**Run 1: signal wires on met1**

Drawn at 3 px/um.
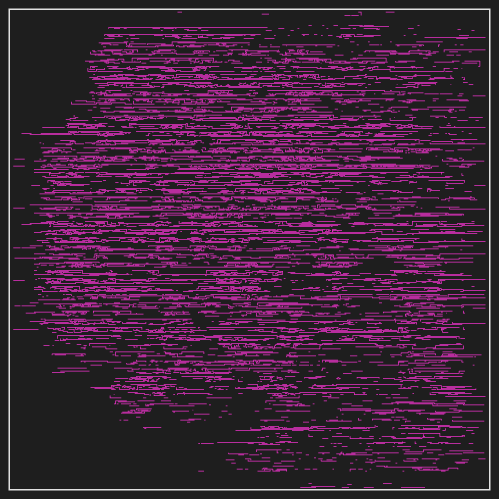
**Run 1: track usage over the die**

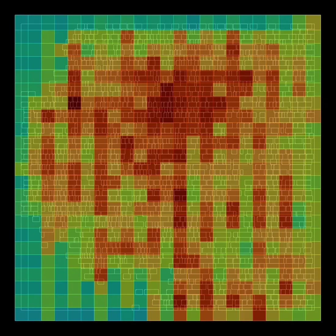
**Run 1: close-up of the layout**

Region (27, 107) to (52, 132) um. Cells in gray, sequential cells in the stronger gray; small squares are vias.
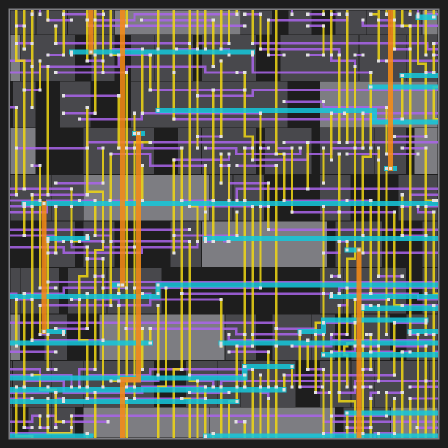
**Run 1: cell sizes after repair**

Drawn at 2 px/um.
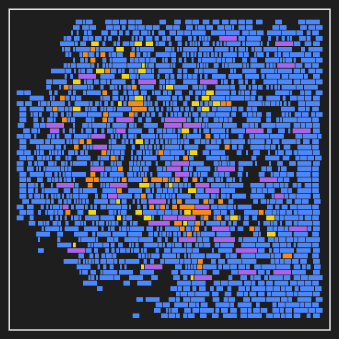
### src/rtl/tlp_c2f_fetch_pkg.sv
// tlp_c2f_fetch_pkg: shared types, TLP codes and header builder for the CPU->FPGA fetch engine
package tlp_c2f_fetch_pkg;
    typedef logic [4:0] tag_t;
    typedef logic [15:0] chunk_count_t;
    localparam logic [7:0] MRD3 = 8'h00;
    localparam logic [7:0] MRD4 = 8'h20;
    localparam logic [7:0] CPL = 8'h0A;
    localparam logic [7:0] CPLD = 8'h4A;
    typedef enum logic [2:0] {
        CPL_SC = 3'b000,
        CPL_UR = 3'b001,
        CPL_CRS = 3'b010,
        CPL_CA = 3'b100
    } cpl_status_e;
    typedef enum logic [2:0] {IDLE, WAIT_SPACE, HDR0, HDR1, WAIT_CPL, DONE} fetch_state_e;
    function automatic logic [63:0] mrd_hdr0(input logic [15:0] req_id, input tag_t tag,
                                             input logic four_dw, input logic [9:0] len);
        return {req_id, 3'b000, tag, 8'hFF, four_dw ? MRD4 : MRD3, 14'h0, len};
    endfunction
endpackage

### src/rtl/tlp_c2f_fetch_cpl_recv.sv
// tlp_cpl_recv: parses rx completions, flags a header match/error and strobes matching payload qwords
module tlp_cpl_recv
    import tlp_c2f_fetch_pkg::*;
(
    input  logic        clk,
    input  logic        rst,
    input  logic [15:0] req_id,
    input  tag_t        tag,
    input  logic [63:0] data,
    input  logic        valid,
    input  logic        sop,
    input  logic        eop,
    output logic        ready,
    output logic        strobe,
    output logic        error,
    output logic [63:0] qword
);
    logic in_hdr, is_cpl, bad_status, keep, beat, hdr1, match;
    // decode the current beat against the header state captured from beat 0
    always_comb begin
        beat = valid && ready;
        hdr1 = beat && in_hdr && !sop;
        match = hdr1 && is_cpl && data[31:16] == req_id && data[15:8] == {3'b000, tag};
        error = match && (bad_status || data[2]);
        strobe = beat && keep && !sop;
        qword = data;
    end
    // track packet position; keep is set only for a clean matching completion's data beats
    always_ff @(posedge clk) begin
        if (rst) begin
            ready <= 1'b0;
            in_hdr <= 1'b0;
            is_cpl <= 1'b0;
            bad_status <= 1'b0;
            keep <= 1'b0;
        end else begin
            ready <= 1'b1;
            if (beat && sop) begin
                in_hdr <= !eop;
                is_cpl <= data[31:24] == CPL || data[31:24] == CPLD;
                bad_status <= data[47:45] != CPL_SC;
                keep <= 1'b0;
            end else if (hdr1) begin
                in_hdr <= 1'b0;
                keep <= match && !error && !eop;
            end else if (beat && eop) begin
                keep <= 1'b0;
            end
        end
    end
endmodule

### src/rtl/tlp_c2f_fetch.sv
// tlp_c2f_fetch: issues chunked MRd requests to host memory and streams the returned payload
module tlp_c2f_fetch
    import tlp_c2f_fetch_pkg::*;
#(
    parameter int CHUNK_QWORDS = 16,
    parameter int TIMEOUT_CYCLES = 125000,
    parameter int SPACE_BITS = 10
) (
    input  logic                  pcieClk_in,
    input  logic                  reset_in,
    input  logic [15:0]           cfgBusDev_in,
    input  logic [63:0]           dmaBase_in,
    input  logic [15:0]           dmaCount_in,
    input  logic                  dmaStart_in,
    output logic                  dmaBusy_out,
    output logic                  dmaDone_out,
    output logic                  dmaError_out,
    output logic [63:0]           txData_out,
    output logic                  txValid_out,
    input  logic                  txReady_in,
    output logic                  txSOP_out,
    output logic                  txEOP_out,
    input  logic [63:0]           rxData_in,
    input  logic                  rxValid_in,
    output logic                  rxReady_out,
    input  logic                  rxSOP_in,
    input  logic                  rxEOP_in,
    output logic [63:0]           c2fData_out,
    output logic                  c2fValid_out,
    input  logic [SPACE_BITS-1:0] c2fSpace_in
);
    localparam logic [63:0] CHUNK_BYTES = 64'(CHUNK_QWORDS * 8);
    localparam int TW = $clog2(TIMEOUT_CYCLES + 1);
    fetch_state_e state;
    logic [63:0] addr, base, req_addr, hdr0, hdr1, cpl_qword;
    tag_t tag;
    chunk_count_t remaining;
    logic [6:0] qcnt;
    logic [TW-1:0] timer;
    logic cpl_strobe, cpl_error, space_ok, start_ok, launch;

    tlp_cpl_recv u_recv (
        .clk(pcieClk_in),
        .rst(reset_in),
        .req_id(cfgBusDev_in),
        .tag(tag),
        .data(rxData_in),
        .valid(rxValid_in),
        .sop(rxSOP_in),
        .eop(rxEOP_in),
        .ready(rxReady_out),
        .strobe(cpl_strobe),
        .error(cpl_error),
        .qword(cpl_qword)
    );

    // launch decision and request header words; a fresh start uses the incoming base directly
    always_comb begin
        base = dmaBase_in & ~(CHUNK_BYTES - 64'd1);
        space_ok = c2fSpace_in >= SPACE_BITS'(CHUNK_QWORDS);
        start_ok = dmaStart_in && (state == IDLE || state == DONE);
        launch = space_ok && (state == WAIT_SPACE || (start_ok && dmaCount_in != '0));
        req_addr = state == WAIT_SPACE ? addr : base;
        hdr0 = mrd_hdr0(cfgBusDev_in, tag, |req_addr[63:32], 10'(2 * CHUNK_QWORDS));
        hdr1 = |addr[63:32] ? {addr[31:0], addr[63:32]} : {32'h0, addr[31:2], 2'b00};
    end

    // request FSM with registered tx, status and payload outputs
    always_ff @(posedge pcieClk_in) begin
        if (reset_in) begin
            state <= IDLE;
            addr <= '0;
            tag <= '0;
            remaining <= '0;
            qcnt <= '0;
            timer <= '0;
            dmaBusy_out <= 1'b0;
            dmaDone_out <= 1'b0;
            dmaError_out <= 1'b0;
            txData_out <= '0;
            txValid_out <= 1'b0;
            txSOP_out <= 1'b0;
            txEOP_out <= 1'b0;
            c2fData_out <= '0;
            c2fValid_out <= 1'b0;
        end else begin
            dmaDone_out <= 1'b0;
            c2fValid_out <= cpl_strobe && state == WAIT_CPL;
            c2fData_out <= cpl_qword;
            case (state)
                IDLE, DONE: begin
                    state <= IDLE;
                    if (dmaStart_in) begin
                        dmaError_out <= 1'b0;
                        addr <= base;
                        remaining <= dmaCount_in;
                        if (dmaCount_in == '0) begin
                            state <= DONE;
                            dmaDone_out <= 1'b1;
                        end else begin
                            state <= WAIT_SPACE;
                            dmaBusy_out <= 1'b1;
                        end
                    end
                end
                HDR0: if (txReady_in) begin
                    state <= HDR1;
                    txSOP_out <= 1'b0;
                    txEOP_out <= 1'b1;
                    txData_out <= hdr1;
                end
                HDR1: if (txReady_in) begin
                    state <= WAIT_CPL;
                    txValid_out <= 1'b0;
                    txEOP_out <= 1'b0;
                    timer <= '0;
                    qcnt <= '0;
                end
                WAIT_CPL: begin
                    timer <= timer + 1'b1;
                    if (cpl_error || timer == TW'(TIMEOUT_CYCLES - 1)) begin
                        state <= IDLE;
                        dmaBusy_out <= 1'b0;
                        dmaError_out <= 1'b1;
                        tag <= tag + 1'b1;
                    end else if (cpl_strobe) begin
                        timer <= '0;
                        qcnt <= qcnt + 1'b1;
                        if (qcnt == 7'(CHUNK_QWORDS - 1)) begin
                            tag <= tag + 1'b1;
                            addr <= addr + CHUNK_BYTES;
                            remaining <= remaining - 1'b1;
                            state <= remaining == 16'd1 ? DONE : WAIT_SPACE;
                            dmaBusy_out <= remaining != 16'd1;
                            dmaDone_out <= remaining == 16'd1;
                        end
                    end
                end
                default: ;
            endcase
            if (launch) begin
                state <= HDR0;
                txValid_out <= 1'b1;
                txSOP_out <= 1'b1;
                txEOP_out <= 1'b0;
                txData_out <= hdr0;
            end
        end
    end
endmodule

### config.mk
export PLATFORM = sky130hd
export DESIGN_NAME = tlp_c2f_fetch
export DESIGN_NICKNAME = d
export VERILOG_FILES = /design/src/rtl/tlp_c2f_fetch_pkg.sv /design/src/rtl/tlp_c2f_fetch_cpl_recv.sv /design/src/rtl/tlp_c2f_fetch.sv
export SDC_FILE = /design/constraint.sdc
export NUM_CORES = 1
export LEC_CHECK = 0
export CORE_MARGIN = 3
export CORE_UTILIZATION = 49
export DETAILED_ROUTE_END_ITERATION = 12
export GPL_ROUTABILITY_DRIVEN = 0
export PLACE_DENSITY = 0.85
export SYNTH_ARGS = -nofsm -noshare
export SYNTH_HDL_FRONTEND = slang
export SYNTH_SLANG_ARGS = --single-unit
### constraint.sdc
create_clock -name pcieClk_in -period 3.4 [get_ports pcieClk_in]
set_clock_uncertainty 0.2 [all_clocks]
set_input_delay 0.68 -clock pcieClk_in [delete_from_list [all_inputs] [get_ports pcieClk_in]]
set_output_delay 0.68 -clock pcieClk_in [all_outputs]
set_load 0.01 [all_outputs]
==> design notes, run 1 <==
Among all stages on the critical path, the maximum delay recorded is 0.57 ns. In the final layout, the share of cells above drive strength 1 is 8.54%. The tools report the sort of element at the end of the critical path as a flip-flop. In the final layout, the registers with the most flip-flops are c2fData_out (64), txData_out (58), addr (57). The logs give 0 for the DRC violation count after routing and 19,600 um for the total length of routed met2 wires. The tools report the startpoint type of the worst setup path as an input port. Fraction of area in multi-input gates: 38.7%. TritonCTS built the clock tree.

Number of filler cells placed in the layout: 1,771. The longest clock path from root to sink contains 3 buffers. Per the placement report, the placed cell count is 1,954. Of the synthesized area, sequential elements account for 41.3%. Setup repair after global routing left no endpoint under its margin. The cell area power density was 716 nW/um2.

The data arrival at the endpoint of the critical path was 3.25 ns; the post-route cell area was 16,000 um2. The end of the worst register-to-register path was addr[51]. The run gives 11.4 mW for the final total power. Total number of sequential cells: 239. The number of logic gates was 1,009. The tools report the core box area as 22,900 um2.

313 I/O pins were placed. The overall die size recorded for this design is 25,500 um2. The analysis attributes to cell leakage a power of 5.81 nW. The path category of the worst min-delay check is flip-flop to flip-flop. The tools report the timing endpoint of the critical path as timer[11]. The slack of the critical path was 0.431 ns. The startpoint of the worst hold path is txData_out[4]. The commonest cells after synthesis are 239 x sky130_fd_sc_hd__dfxtp_1, 156 x sky130_fd_sc_hd__nor2_1, 110 x sky130_fd_sc_hd__nand2_1, 107 x sky130_fd_sc_hd__a21oi_1, 88 x sky130_fd_sc_hd__clkbuf_1. With the H-tree depth at 1, the total global-route track usage is 32.1%.

Combinational cells account for 37.9% of the total power. The flow ran to the end, and the final reports show no timing, DRC or antenna violations. For reference, the final report shows the max-slew violation count at 0. The top cell type's share of synthesized area is 41.3%. For reference, the top cells by area after synthesis are sky130_fd_sc_hd__dfxtp_1 41%, sky130_fd_sc_hd__nor2_1 5.1%, sky130_fd_sc_hd__a21oi_1 4.6%, sky130_fd_sc_hd__nor2b_1 3.7%, sky130_fd_sc_hd__nand2_1 3.6%. The switching share of total power is 37.7%, and the warning count from the yosys run is 0.

The worst-margin pin slew is 0.779 ns, and the total setup violations reported at the end of the flow is 0. The clock network area share is 5.63%. Using the TritonRoute via totals, the vias-per-cell ratio works out to 6.31. The floorplan step set the die width to 160 um.

As logged by OpenROAD, the buffers inserted on ports number 301. Number of cells on the worst hold path: 2. By area, multi-input combinational cells come first. Buffers inserted during clock tree synthesis total 26. The register with the most flip-flops in the layout has 64 of them. The number of vias in the routed layout was 12.6k. The finished layout holds 2,000 standard cells, fillers aside. The number of clock buffer instances in the layout was 36. After clock tree synthesis, the repair step resized 0 gates. Hold is met by 0.257 ns. The run gives 4780 um2 as the register area.
-- 'signal wires on met1' (at the start) --
1,666 nets have wire on it. The longest straight run is 52.9 um. The layer carries 15,800 um of wire. The wires run mostly horizontal. The layer holds 36% of the routed length.

-- 'track usage over the die' (at the start) --
global-route met2 utilization: 52.1%
met3 track demand over resource: 10.2%
busiest metal layer after global routing: met2

-- 'close-up of the layout' (at the start) --
Key: M4 = orange; M3 = cyan; M1 = purple; M2 = yellow
Netlist names of flops here include addr (7). Most frequent: a21oi_1 (15), nand2_1 (9), dfxtp_1 (7). 65 logic cells have their middle in the window. Sequential cells in the window: 7.

-- 'cell sizes after repair' (at the start) --
Key: x2 = yellow [cells 37]; x1 and smaller = blue [cells 1,542]; x6 and larger = purple [cells 45]; x3 and x4 = orange [cells 62]

==> run 2, diff against run 1 <==
--- a/config.mk
+++ b/config.mk
@@ -9,6 +9,7 @@
 export CORE_UTILIZATION = 49
 export DETAILED_ROUTE_END_ITERATION = 12
 export GPL_ROUTABILITY_DRIVEN = 0
+export HOLD_SLACK_MARGIN = 0.06
 export PLACE_DENSITY = 0.85
 export SYNTH_ARGS = -nofsm -noshare
 export SYNTH_HDL_FRONTEND = slang
**Run 2: track usage over the die**

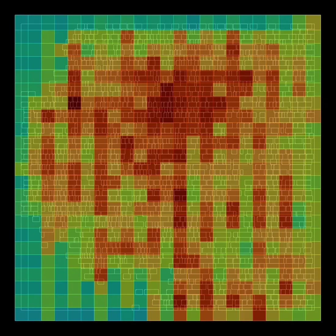
met1 layer usage reported by global route: 38.8%
final routed wire length divided by cell count: 21.6 um
Global Route Usage Sum: 32.1%
Final Util: 69.7%

==> design notes, run 2 <==
The flow ran to the end, and the final reports show no timing, DRC or antenna violations. With the width of the chip at 160 um (unchanged), the switching share of total power is 37.7% (unchanged). For the leakage dissipation, the log shows 5.81 nW (unchanged).

The chip area line in the Yosys stat output reads 11,600 um2. The global routing met2 resource utilization came out at 52.1% (unchanged). By count the netlist is led by 239 x sky130_fd_sc_hd__dfxtp_1, 156 x sky130_fd_sc_hd__nor2_1, 110 x sky130_fd_sc_hd__nand2_1, 107 x sky130_fd_sc_hd__a21oi_1, 88 x sky130_fd_sc_hd__clkbuf_1. The via density per instance was 6.31 (unchanged); the share of cells above drive strength 1 was 8.54% (unchanged). The fraction of area in multi-input gates works out to 38.7% (unchanged).

In the final layout, the registers with the most flip-flops are c2fData_out (64), txData_out (58), addr (57). The run gives 0.431 ns (unchanged) as the slack of the critical path. Looking at the reg2reg group, the worst path ends at addr[51]. The critical path ends at timer[11]. The critical path contains buffers and inverters numbering 2 combined. The number of cells on the worst hold path was 2 (unchanged). TritonCTS built the clock tree. The startpoint identified for the worst hold timing path is txData_out[4]. Most used routing layer in global routing: met2. The post-synth count of flops with an enable pin is 0. The top cell type's share of synthesized area is 41.3% (unchanged). The warning count from the yosys run is 0 (unchanged). The final total power is 11.4 mW (unchanged), and the total combinational power is 4.33 mW. The tools report the total number of sequential cells as 239 (unchanged).

For the largest buffer count on any clock path, the log shows 3 (unchanged). Hold slack: 0.257 ns (unchanged). The number of filler cells placed in the layout is 1,771 (unchanged). The H-tree depth was 1 (unchanged); the normalized max-slew margin was 48.0%. The first TritonRoute pass finished after 7 iterations. The post-route cell area was 16,000 um2 (unchanged). The run gives 0 (unchanged) for the DRC violation count after routing.

The number of CTS-inserted buffers came out at 26 (unchanged). STA classifies the critical path endpoint as a flip-flop. The clock network area share was 5.63% (unchanged). The number of pins exceeding their max-slew limit in the final report is 0 (unchanged), and the number of clock buffer instances in the layout is 36 (unchanged).

The number of vias in the routed layout came out at 12.6k (unchanged). The delay of the slowest critical-path stage was 0.57 ns (about the same). Setup repair after global routing left no endpoint under its margin. Register bank with the most flops: c2fData_out. The register area is 4780 um2 (unchanged), and the non-filler instance count after layout is 2,000 (unchanged).

The total setup violations reported at the end of the flow came out at 0 (unchanged). The critical path in this run is classified as input port to flip-flop. The combinational share of power came out at 37.9% (about the same). The dominant register cell in the synthesized netlist was sky130_fd_sc_hd__dfxtp_1.

The run gives 0 (unchanged) as the count of cells resized by post-cts repair. The run gives 301 (unchanged) for the number of buffers inserted by port buffering. The fraction of met3 tracks used by global routing came out at 10.2% (unchanged). The worst setup path is launched from an input port. Path category of the worst min-delay check: flip-flop to flip-flop. The number of logic gates is 1,009 (unchanged).
Power figures rest on the tool's default switching activity, not on a simulated workload.
